Run 1, met1 routing:
Scale bar: 50 um.
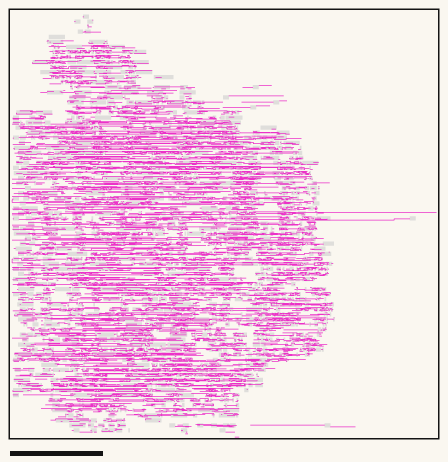
Run 1, the metal 2 layer:
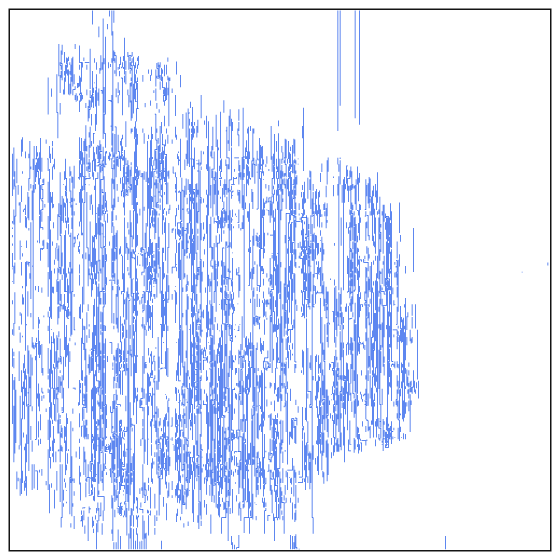
Run 1, metal 3:
Scale bar: 50 um.
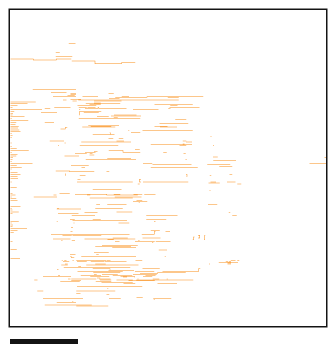
[src/rtl/steering_pkg.sv]
// Shared register map, ID, bit positions and FSM encoding for the steering slew-rate controller.
package steering_pkg;

  localparam logic [2:0] AddrId      = 3'd0;
  localparam logic [2:0] AddrCtrl    = 3'd1;
  localparam logic [2:0] AddrTarget  = 3'd2;
  localparam logic [2:0] AddrStep    = 3'd3;
  localparam logic [2:0] AddrLimits  = 3'd4;
  localparam logic [2:0] AddrStatus  = 3'd5;
  localparam logic [2:0] AddrCurrent = 3'd6;

  localparam logic [31:0] SteeringId = 32'hEA680013;

  localparam int unsigned CtrlEnBit    = 0;
  localparam int unsigned CtrlIrqEnBit = 1;
  localparam int unsigned CtrlWdEnBit  = 2;

  localparam int unsigned StatBusyBit   = 0;
  localparam int unsigned StatDoneBit   = 1;
  localparam int unsigned StatWdTripBit = 2;

  localparam logic [0:0] StIdle = 1'b0;
  localparam logic [0:0] StRamp = 1'b1;

endpackage

[src/rtl/steering_tick_gen.sv]
// Update-tick prescaler: counts 0..TICK_DIV-1 and pulses tick_o for one cycle at the top.
module steering_tick_gen #(
  parameter int unsigned TICK_DIV = 1000000
) (
  input  logic clk_i,
  input  logic rst_i,
  input  logic clr_i,
  output logic tick_o
);

  localparam int unsigned CntW = (TICK_DIV > 1) ? $clog2(TICK_DIV) : 1;
  localparam logic [CntW-1:0] CntMax = CntW'((TICK_DIV > 0) ? TICK_DIV - 1 : 0);

  logic [CntW-1:0] cnt_q, cnt_d;

  always_comb begin
    cnt_d = cnt_q;
    if (clr_i) begin
      cnt_d = '0;
    end else if (cnt_q == CntMax) begin
      cnt_d = '0;
    end else begin
      cnt_d = cnt_q + 1'b1;
    end
  end

  assign tick_o = !clr_i && (cnt_q == CntMax);

  always_ff @(posedge clk_i or posedge rst_i) begin
    if (rst_i) begin
      cnt_q <= '0;
    end else begin
      cnt_q <= cnt_d;
    end
  end

endmodule

[src/rtl/steering_ramp_ctrl.sv]
// Avalon-MM slew-rate controller feeding the steering PWM driver angle input.
// Optional watchdog re-centring is built when STEERING_RAMP_WATCHDOG_EN is defined.
module steering_ramp_ctrl
  import steering_pkg::*;
#(
  parameter int unsigned WIDTH    = 16,
  parameter int unsigned TICK_DIV = 1000000,
  parameter int unsigned MIN_DEF  = 100,
  parameter int unsigned MAX_DEF  = 200,
  parameter int unsigned CENTER   = 150,
  parameter int unsigned WD_TICKS = 25
) (
  input  logic             csi_MCLK_clk,
  input  logic             rsi_MRST_reset,
  input  logic [31:0]      avs_ctrl_writedata,
  output logic [31:0]      avs_ctrl_readdata,
  input  logic [3:0]       avs_ctrl_byteenable,
  input  logic [2:0]       avs_ctrl_address,
  input  logic             avs_ctrl_write,
  input  logic             avs_ctrl_read,
  output logic             avs_ctrl_waitrequest,
  output logic [WIDTH-1:0] coe_angle,
  output logic             coe_angle_valid,
  output logic             coe_pwm_en,
  output logic             ins_irq
);

  localparam int unsigned DiffW = WIDTH + 1;
  localparam logic [WIDTH-1:0] MinDef    = WIDTH'(MIN_DEF);
  localparam logic [WIDTH-1:0] MaxDef    = WIDTH'(MAX_DEF);
  localparam logic [WIDTH-1:0] CenterVal = WIDTH'(CENTER);

  function automatic logic [WIDTH-1:0] clamp(input logic [WIDTH-1:0] v,
                                             input logic [WIDTH-1:0] lo,
                                             input logic [WIDTH-1:0] hi);
    if (v < lo) return lo;
    if (v > hi) return hi;
    return v;
  endfunction

  logic [2:0]       ctrl_q, ctrl_d;
  logic [WIDTH-1:0] target_q, target_d;
  logic [7:0]       step_q, step_d;
  logic [WIDTH-1:0] min_q, min_d;
  logic [WIDTH-1:0] max_q, max_d;
  logic [WIDTH-1:0] current_q, current_d;
  logic [0:0]       state_q, state_d;
  logic             done_q, done_d, done_set, done_clr;
  logic [31:0]      readdata_q, readdata_d;
  logic             valid_q, valid_d;
  logic             wd_trip;

  logic             tick, tick_clr;
  logic [31:0]      be_mask, reg_word, status_word, wr_word;
  logic [WIDTH-1:0] tgt_c, cur_c, lim_min, lim_max;
  logic [DiffW-1:0] diff;

`ifdef STEERING_RAMP_WATCHDOG_EN
  localparam int unsigned WdW = (WD_TICKS > 1) ? $clog2(WD_TICKS) : 1;
  localparam logic [WdW-1:0] WdLast = WdW'((WD_TICKS > 0) ? WD_TICKS - 1 : 0);

  logic [WdW-1:0] wd_cnt_q, wd_cnt_d;
  logic           wd_trip_q, wd_trip_d, wd_set, wd_clr;

  assign wd_trip = wd_trip_q;
`else
  localparam int unsigned unused_wd_ticks = WD_TICKS;

  assign wd_trip = 1'b0;
`endif

  assign tick_clr = !ctrl_q[CtrlEnBit];

  steering_tick_gen #(
    .TICK_DIV (TICK_DIV)
  ) u_tick_gen (
    .clk_i  (csi_MCLK_clk),
    .rst_i  (rsi_MRST_reset),
    .clr_i  (tick_clr),
    .tick_o (tick)
  );

  // Register readback, also the base value that byteenable-masked writes merge into.
  always_comb begin
    status_word                = '0;
    status_word[StatBusyBit]   = (state_q == StRamp);
    status_word[StatDoneBit]   = done_q;
    status_word[StatWdTripBit] = wd_trip;
    status_word[31:16]         = 16'(current_q);
    case (avs_ctrl_address)
      AddrId:      reg_word = SteeringId;
      AddrCtrl:    reg_word = 32'(ctrl_q);
      AddrTarget:  reg_word = 32'(target_q);
      AddrStep:    reg_word = 32'(step_q);
      AddrLimits:  reg_word = {16'(max_q), 16'(min_q)};
      AddrStatus:  reg_word = status_word;
      AddrCurrent: reg_word = 32'(current_q);
      default:     reg_word = '0;
    endcase
  end

  assign be_mask = {{8{avs_ctrl_byteenable[3]}}, {8{avs_ctrl_byteenable[2]}},
                    {8{avs_ctrl_byteenable[1]}}, {8{avs_ctrl_byteenable[0]}}};
  assign wr_word = (reg_word & ~be_mask) | (avs_ctrl_writedata & be_mask);

  always_comb begin
    ctrl_d    = ctrl_q;
    target_d  = target_q;
    step_d    = step_q;
    min_d     = min_q;
    max_d     = max_q;
    current_d = current_q;
    state_d   = state_q;
    done_set  = 1'b0;
    done_clr  = 1'b0;
    lim_min   = WIDTH'(wr_word[15:0]);
    lim_max   = WIDTH'(wr_word[31:16]);
    tgt_c     = clamp(target_q, min_q, max_q);
    cur_c     = clamp(current_q, min_q, max_q);
    diff      = (tgt_c >= cur_c) ? ({1'b0, tgt_c} - {1'b0, cur_c})
                                 : ({1'b0, cur_c} - {1'b0, tgt_c});
`ifdef STEERING_RAMP_WATCHDOG_EN
    wd_cnt_d  = wd_cnt_q;
    wd_set    = 1'b0;
    wd_clr    = 1'b0;
`endif

    if (tick) begin
      target_d  = tgt_c;
      current_d = cur_c;
      if (state_q == StIdle) begin
        if (cur_c != tgt_c) state_d = StRamp;
      end else if (step_q == '0 || diff <= DiffW'(step_q)) begin
        current_d = tgt_c;
        done_set  = 1'b1;
        state_d   = StIdle;
      end else if (tgt_c > cur_c) begin
        current_d = cur_c + WIDTH'(step_q);
      end else begin
        current_d = cur_c - WIDTH'(step_q);
      end
    end

`ifdef STEERING_RAMP_WATCHDOG_EN
    if (tick && ctrl_q[CtrlWdEnBit] && ctrl_q[CtrlEnBit]) begin
      if (wd_cnt_q == WdLast) begin
        wd_cnt_d = '0;
        wd_set   = 1'b1;
        target_d = clamp(CenterVal, min_q, max_q);
        state_d  = StRamp;
      end else begin
        wd_cnt_d = wd_cnt_q + 1'b1;
      end
    end
`endif

    if (!ctrl_q[CtrlEnBit]) state_d = StIdle;

    // Bus writes come last so a TARGET write overrides any tick-time target update.
    if (avs_ctrl_write) begin
      case (avs_ctrl_address)
        AddrCtrl: begin
          ctrl_d = wr_word[2:0];
`ifndef STEERING_RAMP_WATCHDOG_EN
          ctrl_d[CtrlWdEnBit] = 1'b0;
`endif
        end
        AddrTarget: begin
          target_d = clamp(WIDTH'(wr_word), min_q, max_q);
`ifdef STEERING_RAMP_WATCHDOG_EN
          wd_cnt_d = '0;
`endif
          if (ctrl_q[CtrlEnBit]) state_d = StRamp;
        end
        AddrStep: step_d = wr_word[7:0];
        AddrLimits: begin
          if (lim_min <= lim_max) begin
            min_d = lim_min;
            max_d = lim_max;
          end
        end
        AddrStatus: begin
          if (avs_ctrl_byteenable[0]) begin
            done_clr = avs_ctrl_writedata[StatDoneBit];
`ifdef STEERING_RAMP_WATCHDOG_EN
            wd_clr   = avs_ctrl_writedata[StatWdTripBit];
`endif
          end
        end
        default: ;
      endcase
    end

    done_d     = done_set | (done_q & ~done_clr);
`ifdef STEERING_RAMP_WATCHDOG_EN
    wd_trip_d  = wd_set | (wd_trip_q & ~wd_clr);
`endif
    valid_d    = (current_d != current_q);
    readdata_d = avs_ctrl_read ? reg_word : readdata_q;
  end

  always_ff @(posedge csi_MCLK_clk or posedge rsi_MRST_reset) begin
    if (rsi_MRST_reset) begin
      ctrl_q     <= '0;
      target_q   <= CenterVal;
      step_q     <= 8'd1;
      min_q      <= MinDef;
      max_q      <= MaxDef;
      current_q  <= CenterVal;
      state_q    <= StIdle;
      done_q     <= 1'b0;
      readdata_q <= '0;
      valid_q    <= 1'b0;
`ifdef STEERING_RAMP_WATCHDOG_EN
      wd_cnt_q   <= '0;
      wd_trip_q  <= 1'b0;
`endif
    end else begin
      ctrl_q     <= ctrl_d;
      target_q   <= target_d;
      step_q     <= step_d;
      min_q      <= min_d;
      max_q      <= max_d;
      current_q  <= current_d;
      state_q    <= state_d;
      done_q     <= done_d;
      readdata_q <= readdata_d;
      valid_q    <= valid_d;
`ifdef STEERING_RAMP_WATCHDOG_EN
      wd_cnt_q   <= wd_cnt_d;
      wd_trip_q  <= wd_trip_d;
`endif
    end
  end

  assign avs_ctrl_readdata    = readdata_q;
  assign avs_ctrl_waitrequest = 1'b0;
  assign coe_angle            = current_q;
  assign coe_angle_valid      = valid_q;
  assign coe_pwm_en           = ctrl_q[CtrlEnBit];
  assign ins_irq              = ctrl_q[CtrlIrqEnBit] & (done_q | wd_trip);

endmodule

[config.mk]
export PLATFORM = sky130hd
export DESIGN_NAME = steering_ramp_ctrl
export DESIGN_NICKNAME = d
export VERILOG_FILES = /design/src/rtl/steering_pkg.sv /design/src/rtl/steering_tick_gen.sv /design/src/rtl/steering_ramp_ctrl.sv
export SDC_FILE = /design/constraint.sdc
export NUM_CORES = 1
export LEC_CHECK = 0
export ABC_AREA = 1
export CORE_UTILIZATION = 25
export CTS_BUF_LIST = sky130_fd_sc_hd__clkbuf_4 sky130_fd_sc_hd__clkbuf_8 sky130_fd_sc_hd__clkbuf_16
export CTS_CLUSTER_DIAMETER = 80
export DETAILED_ROUTE_END_ITERATION = 8
export SYNTH_ARGS = -nofsm -noshare
export SYNTH_HDL_FRONTEND = slang
export SYNTH_SLANG_ARGS = --single-unit
[constraint.sdc]
create_clock -name csi_MCLK_clk -period 6.8 [get_ports csi_MCLK_clk]
set_input_delay 1.36 -clock csi_MCLK_clk [delete_from_list [all_inputs] [get_ports csi_MCLK_clk]]
set_output_delay 1.36 -clock csi_MCLK_clk [all_outputs]
set_load 0.05 [all_outputs]
==> impl_metrics.toml, run 1 <==
# implementation run metrics
[status]
run_status = "completed"

[timing]
timing.final.setup_violations = 0
final_tally_of_hold_violations = 0
final.setup_skew_ps = 10.8
fin_crit_sh_pct = 95.0
final_period_minus_worst_setup_slack_ps = 6460
count_of_pins_over_their_slew_limit = 0
hold-worst-slack_ps = 454
max-slew-margin-rel_pct = 35.1
setup_repair_after_global_routing_missed_its_margin = "yes"
max_slew.worst_pin.slew_ps = 964
clock.fmax_mhz = 155

[synthesis]
synth.yosys.warnings = 0
synthCells = 1920
netlist_top_cells_count = "sky130_fd_sc_hd__nand2_1, sky130_fd_sc_hd__inv_1, sky130_fd_sc_hd__o21ai_0"
ys_ff = 129
yosys.cell_types.count = 58
synth_area_leader_cell = "sky130_fd_sc_hd__dfrtp_1"
portion_of_the_post_synthesis_area_used_by_sequential_elements_pct = 24.8
ys_chip_area_um2 = 13100
top_cell = "sky130_fd_sc_hd__nand2_1"
synth-cells-yosys = 1920
netlist_area_um2 = 13100
number_of_flops_mapped_to_enable_cells_by_yosys = 0
ys_dominant_reg_cell = "sky130_fd_sc_hd__dfrtp_1"
async_reset_ff_share_pct = 100
synthTopCellsByArea = "sky130_fd_sc_hd__dfrtp_1, sky130_fd_sc_hd__ha_1, sky130_fd_sc_hd__nand2_1"
postSynthAreaPerCell_um2 = 6.81
floorplan.nets = 2131
top_cell_area_share_pct = 21.8

[setup_path]
end_kind = "flop"
timing.rr.start = "max_q[7]"
critical-path-slowest-cell = "sky130_fd_sc_hd__dfstp_2"
cp_max_fo = 8
worst-endpoint-required_ps = 7130
critPathLaunchType = "flop"
cp_data_arrival_time_ps = 6790
timing_worst_setup_path_type = "flop to flop"
timing.reg2reg.setup_slack_ps = 340
timing.reg2reg.worst_path_depth = 49
max_stage_delay_ps = 530
r2r-end = "coe_angle_valid"

[hold_path]
class_of_the_worst_hold_path = "flop to flop"
timing.hold.worst_endpoint = "u_tick_gen.cnt_q[0]"
timing.hold.worst.start = "u_tick_gen.cnt_q[0]"
min_delay_path_depth = 1

[floorplan]
die_h_um = 231
full_die_area_um2 = 53200
chipWidth_um = 231
fp-utilization_pct = 25.4
io_pins = 95
floorplan.core_area_um2 = 51500
floorplan.rows = 83

[clocking]
cts.path.max_buffers = 2
tritoncts_num_sinks = 129
clk_pin_slew_worst_paths_ps = 60
cts_buffer_count = 17
cts.htree.levels = 4
clockRootBuffer = "sky130_fd_sc_hd__clkbuf_16"
ctsHoldBuffers = 0
tritoncts_clock_tree = "built"
worstSkewPairLatency_ps = 450

[final_layout]
combGateArea_um2 = 9230
final_cell_area_um2 = 17800
commonest_non_fill_non_tap_cell_in_the_layout = "sky130_fd_sc_hd__nand2_1"
area_growth_pct = 36.2
layout_top_cells = "sky130_fd_sc_hd__nand2_1, sky130_fd_sc_hd__buf_4, sky130_fd_sc_hd__inv_1"
seqCellArea_um2 = 3250
n_fill_cell = 5542
fin_nets = 2425
layout-drive-gt1-share_pct = 20.6
antenna_cells = 0
share_of_the_core_filled_with_cells_pct = 34.6
finalNonFillerCells = 2907

[global_routing]
grt_pass1_wl_um = 78600
globalRoute.totalOverflow = 0
antenna_found_initial = 0
globalRouteTotalUtil_pct = 18.9
grt_pass1_vias = 14100
grt_most_used_layer = "met2"
grt_max_degree = 81

[route]
ratio_of_routed_vias_to_standard_cells = 4.99
first_iter_violations = 1213
tally_of_nets_with_antenna_violations_remaining_after_routing = 0
post_drt_wl_per_cell_um = 17.7
post-route-drc-count = 0
drt_pre_antenna_iters = 5

[run]
warning_total_across_the_stage_logs = 42
cap_violations = 0

[place]
postPlaceCellArea_um2 = 16300
detailedPlacementHpwl_um = 40900
global_placer_s_final_weighted_congestion = 0.940
port-buffer-count = 93
place.detailed.instances = 2849
## Picture notes: 'met1 routing'
The longest straight run is 81.9 um. The layer holds 45% of the routed length. The wires run mostly horizontal.
WL final: 51400 um
met1 usage in global routing: 25.5%
via count: 14500

## Picture notes: 'the metal 2 layer'
The layer carries 23.4 mm of wire. The longest straight run is 73.6 um. 1982 nets have wire on it. The wires run mostly vertical.
routing usage on met2: 30.6%

## Picture notes: 'metal 3'
The layer carries 3330 um of wire. The longest straight run is 73.1 um.
met3 layer usage reported by global route: 2.31%

## run 1: per-stage QoR
step	setup slack, ps	setup TNS [ps]
floorplan	12.3	0
global placement	58.3	0
detailed placement	-60.9	-60.9
CTS	15.7	0
global route	-88.0	-88.0
finish	342	0
## run 1: critical path: cells and delay by family, from the launching register on
kind,cells,cell delay (ps)
AND-OR/OR-AND,8,1050
XOR/XNOR,1,160
adder cells (fa/ha/maj),3,850
buffers and inverters,8,950
flip-flops,1,530
AND/OR/NAND/NOR,29,2760
## run 1: worst max path at each step
stage / start / endpoint / slack (ps)
floorplan: coe_angle[15] / coe_angle_valid / 10
detailed placement: max_q[14] / coe_angle_valid / -60
CTS: max_q[14] / coe_angle_valid / 20
global route: max_q[7] / coe_angle_valid / -90
finish: max_q[7] / coe_angle_valid / 340
global placement: max_q[3] / coe_angle_valid / 60
## run 1: cell type report
type	count	area share, %
multi-input cells	1480	51.8
repair buffers	339	16.3
clock inverters	12	1.01
inverters	247	5.24
flip-flops and latches	129	18.3
well taps	680	4.78
clock buffers	20	2.62
## run 1: metal layers
metal  routed length [um]  share of wire, %  vias to the layer above
met3                 3330               6.5                       88
met2                23400                46                      542
met4                 1730               3.4                        0
li1                     -                 -                     7060
met1                22900                45                     6827
met5                    0                 0                        -
## run 1: timing repair
action                                  in CTS  in global routing
endpoints found under the setup margin       1                 19
pin swaps                                    0                 62
hold endpoints to repair                     0                  0
setup buffers                                0                 23
gates resized                                3                162
cloned                                       0                  4
## run 1: logic make-up after synthesis
kind of cell | after synthesis | synth area share, %
AND/OR/NAND/NOR | 830 | 27.4
multiplexers | 18 | 1.40
AND-OR/OR-AND | 432 | 18.9
buffers and inverters | 312 | 9.14
flip-flops | 129 | 24.8
adder cells (fa/ha/maj) | 168 | 16.3
XOR/XNOR | 30 | 2.01
other | 1 | 0.0287
## run 1: registers in the layout, indices dropped and copies added (netlist names)
register / flops
step_q: 8
max_q: 16
u_tick_gen.cnt_q: 20
coe_angle_valid: 1
ctrl_q: 2
avs_ctrl_readdata: 32
target_q: 16
coe_angle: 16
min_q: 16
state_q: 1
done_q: 1
--- run 2 (diff from run 1) ---
--- a/config.mk
+++ b/config.mk
@@ -6,10 +6,13 @@
 export NUM_CORES = 1
 export LEC_CHECK = 0
 export ABC_AREA = 1
+export CELL_PAD_IN_SITES_DETAIL_PLACEMENT = 2
+export CELL_PAD_IN_SITES_GLOBAL_PLACEMENT = 2
 export CORE_UTILIZATION = 25
 export CTS_BUF_LIST = sky130_fd_sc_hd__clkbuf_4 sky130_fd_sc_hd__clkbuf_8 sky130_fd_sc_hd__clkbuf_16
 export CTS_CLUSTER_DIAMETER = 80
 export DETAILED_ROUTE_END_ITERATION = 8
+export PLACE_DENSITY_LB_ADDON = 0.1
 export SYNTH_ARGS = -nofsm -noshare
 export SYNTH_HDL_FRONTEND = slang
 export SYNTH_SLANG_ARGS = --single-unit
Run 2, met4 routing:
Scale bar: 50 um.
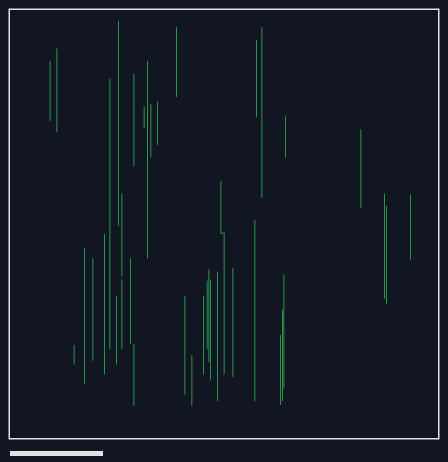
The wires run mostly vertical. The layer carries 2080 um of wire. 33 nets have wire on it. The longest straight run is 146 um. The layer holds 3.1% of the routed length.
WL final: 66500 um
via count: 15300

==> impl_metrics.toml, run 2 <==
# implementation run metrics
[status]
run_status = "completed"

[clocking]
cts_buffer_count = 17
clk_pin_slew_worst_paths_ps = 60
worstSkewPairLatency_ps = 490
tritoncts_num_sinks = 129
cts.path.max_buffers = 2
tritoncts_clock_tree = "built"
cts.htree.levels = 4
clockRootBuffer = "sky130_fd_sc_hd__clkbuf_16"

[global_routing]
antenna_found_initial = 0
globalRouteTotalUtil_pct = 25.0
grt_max_degree = 56
grt_pass1_wl_um = 100000
globalRoute.totalOverflow = 0
grt_pass1_vias = 16800

[synthesis]
simple_gate_area_share_pct = 27.4
synthTopCellsByArea = "sky130_fd_sc_hd__dfrtp_1, sky130_fd_sc_hd__ha_1, sky130_fd_sc_hd__nand2_1"
netlist_top_cells_count = "sky130_fd_sc_hd__nand2_1, sky130_fd_sc_hd__inv_1, sky130_fd_sc_hd__o21ai_0"
synth.yosys.warnings = 0
synth-adder-area-share_pct = 16.3
yosys.cell_types.count = 58
synthCells = 1920
synth_compound_gate_area_share_pct = 18.9
synthesized_area_fraction_occupied_by_xor_and_xnor_cells_pct = 2.01
ys_dominant_reg_cell = "sky130_fd_sc_hd__dfrtp_1"
ys_chip_area_um2 = 13100
synth-cells-yosys = 1920
synthMuxAreaShare_pct = 1.40
portion_of_the_post_synthesis_area_used_by_sequential_elements_pct = 24.8
netlist_area_um2 = 13100
floorplan.nets = 2131
top_cell_area_share_pct = 21.8
top_cell = "sky130_fd_sc_hd__nand2_1"
synth_area_leader_cell = "sky130_fd_sc_hd__dfrtp_1"
ys_ff = 129
number_of_flops_mapped_to_enable_cells_by_yosys = 0
postSynthAreaPerCell_um2 = 6.81
netlist_logic_family_top = "simple AND/OR/NAND/NOR gates"
async_reset_ff_share_pct = 100

[timing]
hold-worst-slack_ps = 458
final_tally_of_hold_violations = 0
fin_crit_sh_pct = 98.3
max_slew.worst_pin.slew_ps = 1160
final.setup_skew_ps = 14.0
setup_tns_ps = 0
timing.final.setup_violations = 0
clock.fmax_mhz = 150
count_of_pins_over_their_slew_limit = 0
max-slew-margin-rel_pct = 22.5
final_period_minus_worst_setup_slack_ps = 6690
setup_repair_after_global_routing_missed_its_margin = "yes"

[setup_path]
end_kind = "flop"
critical-path-slowest-cell = "sky130_fd_sc_hd__dfstp_2"
cp_data_arrival_time_ps = 7050
timing_worst_setup_path_type = "flop to flop"
worst-endpoint-required_ps = 7170
cp_max_fo = 7
max_stage_delay_ps = 540
critPathLaunchType = "flop"

[hold_path]
class_of_the_worst_hold_path = "flop to flop"

[final_layout]
combGateArea_um2 = 9340
n_fill_cell = 6092
finalNonFillerCells = 3009
layout_top_cells = "sky130_fd_sc_hd__nand2_1, sky130_fd_sc_hd__buf_4, sky130_fd_sc_hd__inv_1"
commonest_non_fill_non_tap_cell_in_the_layout = "sky130_fd_sc_hd__nand2_1"
area_growth_pct = 43.0
seqCellArea_um2 = 3250
antenna_cells = 0
layout-drive-gt1-share_pct = 24.7
fin_nets = 2527
final_cell_area_um2 = 18700
largest_register_ff_count = 32
share_of_the_core_filled_with_cells_pct = 36.3

[floorplan]
die_h_um = 231
full_die_area_um2 = 53200
io_pins = 95
chipWidth_um = 231
floorplan.core_area_um2 = 51500
fp-utilization_pct = 25.4
floorplan.rows = 83

[place]
port-buffer-count = 93
postPlaceCellArea_um2 = 17000
place.detailed.instances = 2933
global_placer_s_final_weighted_congestion = 0.879
detailedPlacementHpwl_um = 54100

[route]
ratio_of_routed_vias_to_standard_cells = 5.09
drt_pre_antenna_iters = 4
first_iter_violations = 634
tally_of_nets_with_antenna_violations_remaining_after_routing = 0
post-route-drc-count = 0
post_drt_wl_per_cell_um = 22.1

[run]
warning_total_across_the_stage_logs = 42
cap_violations = 0
-- run 2: metal layers --
| layer | part of all wire [%] | vias to the layer above | global-route usage, % |
|---|---|---|---|
| li1 | - | 7238 | - |
| met1 | 46 | 7751 | 32.8 |
| met2 | 48 | 228 | 42.3 |
| met3 | 2.3 | 88 | 2.68 |
| met4 | 3.1 | 0 | 9.13 |
| met5 | 0 | - | 0 |
-- run 2: layout make-up --
cell class,count,share of cell area (%)
multi-input combinational,1480,49.9
timing repair buffer,441,19.9
tap,680,4.55
sequential,129,17.4
inverter,247,5.01
clock inverter,13,0.857
clock buffer,19,2.39
-- run 2: path summary, 6_finish.rpt --
check | start | endpoint | slack [ps] | cells after the start
max | min_q[6] | coe_angle_valid | 110 | 45
min | u_tick_gen.cnt_q[0] | u_tick_gen.cnt_q[0] | 460 | 1
max reg2reg | min_q[6] | coe_angle_valid | 110 | 45
min reg2reg | u_tick_gen.cnt_q[0] | u_tick_gen.cnt_q[0] | 460 | 1
max in group asynchronous | rsi_MRST_reset | coe_angle[3] | 4320 | 3
min in group asynchronous | rsi_MRST_reset | avs_ctrl_readdata[14] | 1260 | 2
-- run 2: through the flow --
stage / worst slack, ps
global route: -271
detailed placement: -402
global placement: -164
finish: 114
floorplan: 12.3
CTS: 5.53
-- run 2: what timing repair did --
action / in CTS / in global routing
hold buffers: 0 / 0
gates resized: 49 / 137
gates cloned: 0 / 4
pin swaps: 16 / 59
setup buffers: 9 / 32
endpoints found under the setup margin: 4 / 15
-- run 2: kinds of logic (layout without fill, tap and decap cells) --
group,Yosys count,count (layout)
XOR/XNOR,30,30
other,1,1
AND-OR/OR-AND,432,432
AND/OR/NAND/NOR,830,831
adder cells (fa/ha/maj),168,168
flip-flops,129,129
multiplexers,18,18
buffers and inverters,312,720
-- run 2: worst max-delay path, delay by kind of cell, from the launching register on --
kind	cells	cell delay, ps
AND-OR/OR-AND	9	1210
XOR/XNOR	1	160
AND/OR/NAND/NOR	21	2460
adder cells (fa/ha/maj)	3	850
flip-flops	1	540
buffers and inverters	11	1330
--- run 3 (diff from run 2) ---
--- a/config.mk
+++ b/config.mk
@@ -10,7 +10,7 @@
 export CELL_PAD_IN_SITES_GLOBAL_PLACEMENT = 2
 export CORE_UTILIZATION = 25
 export CTS_BUF_LIST = sky130_fd_sc_hd__clkbuf_4 sky130_fd_sc_hd__clkbuf_8 sky130_fd_sc_hd__clkbuf_16
-export CTS_CLUSTER_DIAMETER = 80
+export CTS_CLUSTER_DIAMETER = 100
 export DETAILED_ROUTE_END_ITERATION = 8
 export PLACE_DENSITY_LB_ADDON = 0.1
 export SYNTH_ARGS = -nofsm -noshare
==> constraint.sdc (replaced) <==
create_clock -name csi_MCLK_clk -period 7.8 [get_ports csi_MCLK_clk]
set_input_delay 1.56 -clock csi_MCLK_clk [delete_from_list [all_inputs] [get_ports csi_MCLK_clk]]
set_output_delay 1.56 -clock csi_MCLK_clk [all_outputs]
set_load 0.05 [all_outputs]
Run 3, met4 routing:
Scale bar: 50 um.
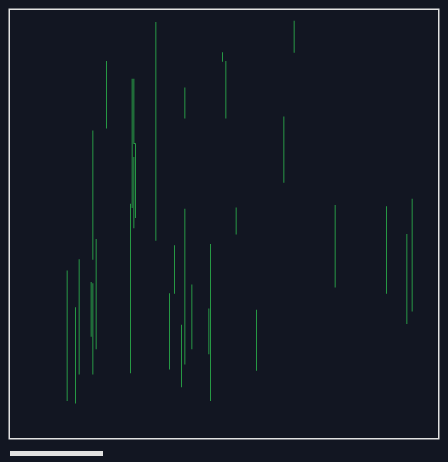
20 nets have wire on it. The layer carries 1500 um of wire.
via count: 14200
WL final: 63200 um

==> impl_metrics.toml, run 3 <==
# implementation run metrics
[setup_path]
cp_data_arrival_time_ps = 7590
r2r-end = "coe_angle_valid"
worst_setup_path_endpoint = "coe_angle_valid"
timing.reg2reg.setup_slack_ps = 560
critPathLaunchType = "flop"
timing.reg2reg.worst_path_depth = 43
max_stage_delay_ps = 420
timing_worst_setup_path_type = "flop to flop"
crit_buf_inv = 7
cp_max_fo = 31
crit_cells = 43
timing.critical_path.max_delay_family = "simple AND/OR/NAND/NOR gates"

[route]
post-route-drc-count = 0
ratio_of_routed_vias_to_standard_cells = 5.13
post_drt_wl_per_cell_um = 22.8

[floorplan]
io_pins = 95
floorplan.rows = 83
die_h_um = 231
fp-utilization_pct = 25.4
full_die_area_um2 = 53200

[global_routing]
routing_usage_on_met2_pct = 39.4
globalRoute.totalOverflow = 0
grt_max_degree = 83
grt_most_used_layer = "met2"
antenna_found_initial = 0

[hold_path]
class_of_the_worst_hold_path = "flop to flop"
timing.hold.worst.start = "u_tick_gen.cnt_q[0]"

[clocking]
tritoncts_clock_tree = "built"
cts.path.max_buffers = 2
clk_pin_slew_worst_paths_ps = 70
clockRootBuffer = "sky130_fd_sc_hd__clkbuf_16"
tritoncts_num_sinks = 129
ctsHoldBuffers = 0
cts_buffer_count = 17
worstSkewPairLatency_ps = 490
cts.htree.levels = 4

[timing]
final_period_minus_worst_setup_slack_ps = 7240
count_of_pins_over_their_slew_limit = 0
clock.fmax_mhz = 138
post-route-worst-setup-slack_ps = 563
timing.final.setup_violations = 0
max_slew.worst_pin.slew_ps = 1190
final_tally_of_hold_violations = 0
setup_tns_ps = 0

[synthesis]
top_cell_area_share_pct = 21.8
yosys.cell_types.count = 58
top_cell = "sky130_fd_sc_hd__nand2_1"
postSynthAreaPerCell_um2 = 6.81
ys_ff = 129
synth-cells-yosys = 1920
ys_dominant_reg_cell = "sky130_fd_sc_hd__dfrtp_1"
netlist_top_cells_count = "sky130_fd_sc_hd__nand2_1, sky130_fd_sc_hd__inv_1, sky130_fd_sc_hd__o21ai_0"
netlist_area_um2 = 13100

[place]
dp_worst_setup_slack_ps = 58.7
global_placer_s_final_weighted_congestion = 0.860

[final_layout]
layout_top_cells = "sky130_fd_sc_hd__nand2_1, sky130_fd_sc_hd__inv_1, sky130_fd_sc_hd__o21ai_0"
commonest_non_fill_non_tap_cell_in_the_layout = "sky130_fd_sc_hd__nand2_1"
largest_register_ff_count = 32

[status]
run_status = "completed"

[run]
cap_violations = 0
warning_total_across_the_stage_logs = 41
run 3: layout make-up:
class	instances	area (um^2)	share of cell area, %
multi-input combinational	1479	8680	53.9
sequential	129	3250	20.1
timing repair buffer	200	1760	10.9
inverter	247	937	5.81
tap	680	851	5.28
clock buffer	23	483	3.00
clock inverter	9	158	0.978
run 3: what timing repair did:
item / CTS / global route
endpoints found under the setup margin: 0 / 1
resized: 0 / 19
setup buffers: 0 / 2
run 3: worst reg2reg max path: cells and delay by family, from the launching register on:
kind	cells	cell delay (ps)
and+or+nand+nor	19	2270
AOI/OAI and AO/OA	13	2110
buffers and inverters	7	1140
adders and majority gates	3	1000
DFF	1	420
xor gates and xnor gates	1	150
run 3: layer usage:
| metal | up-vias | wire length [um] |
|---|---|---|
| li1 | 6756 | - |
| met1 | 7123 | 30500 |
| met2 | 240 | 29000 |
| met3 | 68 | 2160 |
| met4 | 0 | 1500 |
| met5 | - | 0 |
run 3: logic make-up after synthesis:
logic type / synth area share [%]
simple gates: 27.4
flops: 24.8
fa+ha+maj: 16.3
other cells: 0.0287
mux: 1.40
buf+inv: 9.14
compound gates: 18.9
xor+xnor: 2.01
run 3: metrics by stage:
step	hold slack (ps)	std cells	cell area, um^2
detailed placement	449	2733	15400
global placement	444	2733	15400
floorplan	424	1920	13100
global route	487	2767	16100
CTS	456	2765	16100
finish	457	2767	16100
run 3: worst min path at each step:
stage / slack (ps) / depth (start not counted) / endpoint
6_report: 460 / 1 / u_tick_gen.cnt_q[0]
5_1_grt: 490 / 1 / u_tick_gen.cnt_q[19]
4_1_cts: 460 / 1 / u_tick_gen.cnt_q[0]
3_5_place_dp: 450 / 1 / u_tick_gen.cnt_q[0]
3_3_place_gp: 440 / 1 / u_tick_gen.cnt_q[0]
2_1_floorplan: 420 / 1 / u_tick_gen.cnt_q[0]

==> screenshots <==
The clock network.
(a)
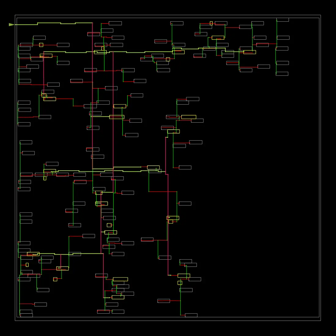
(b)
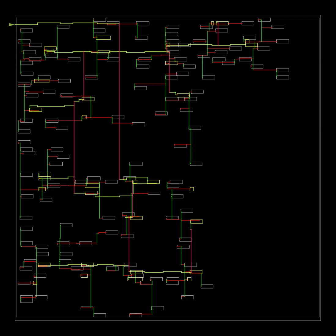
(c)
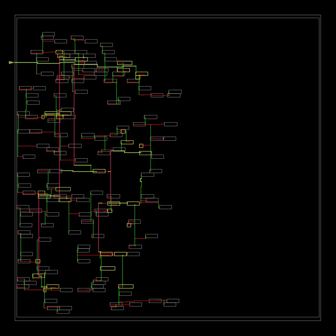
For run 1, see (c).
For run 3, see (b).
For run 2, see (a).

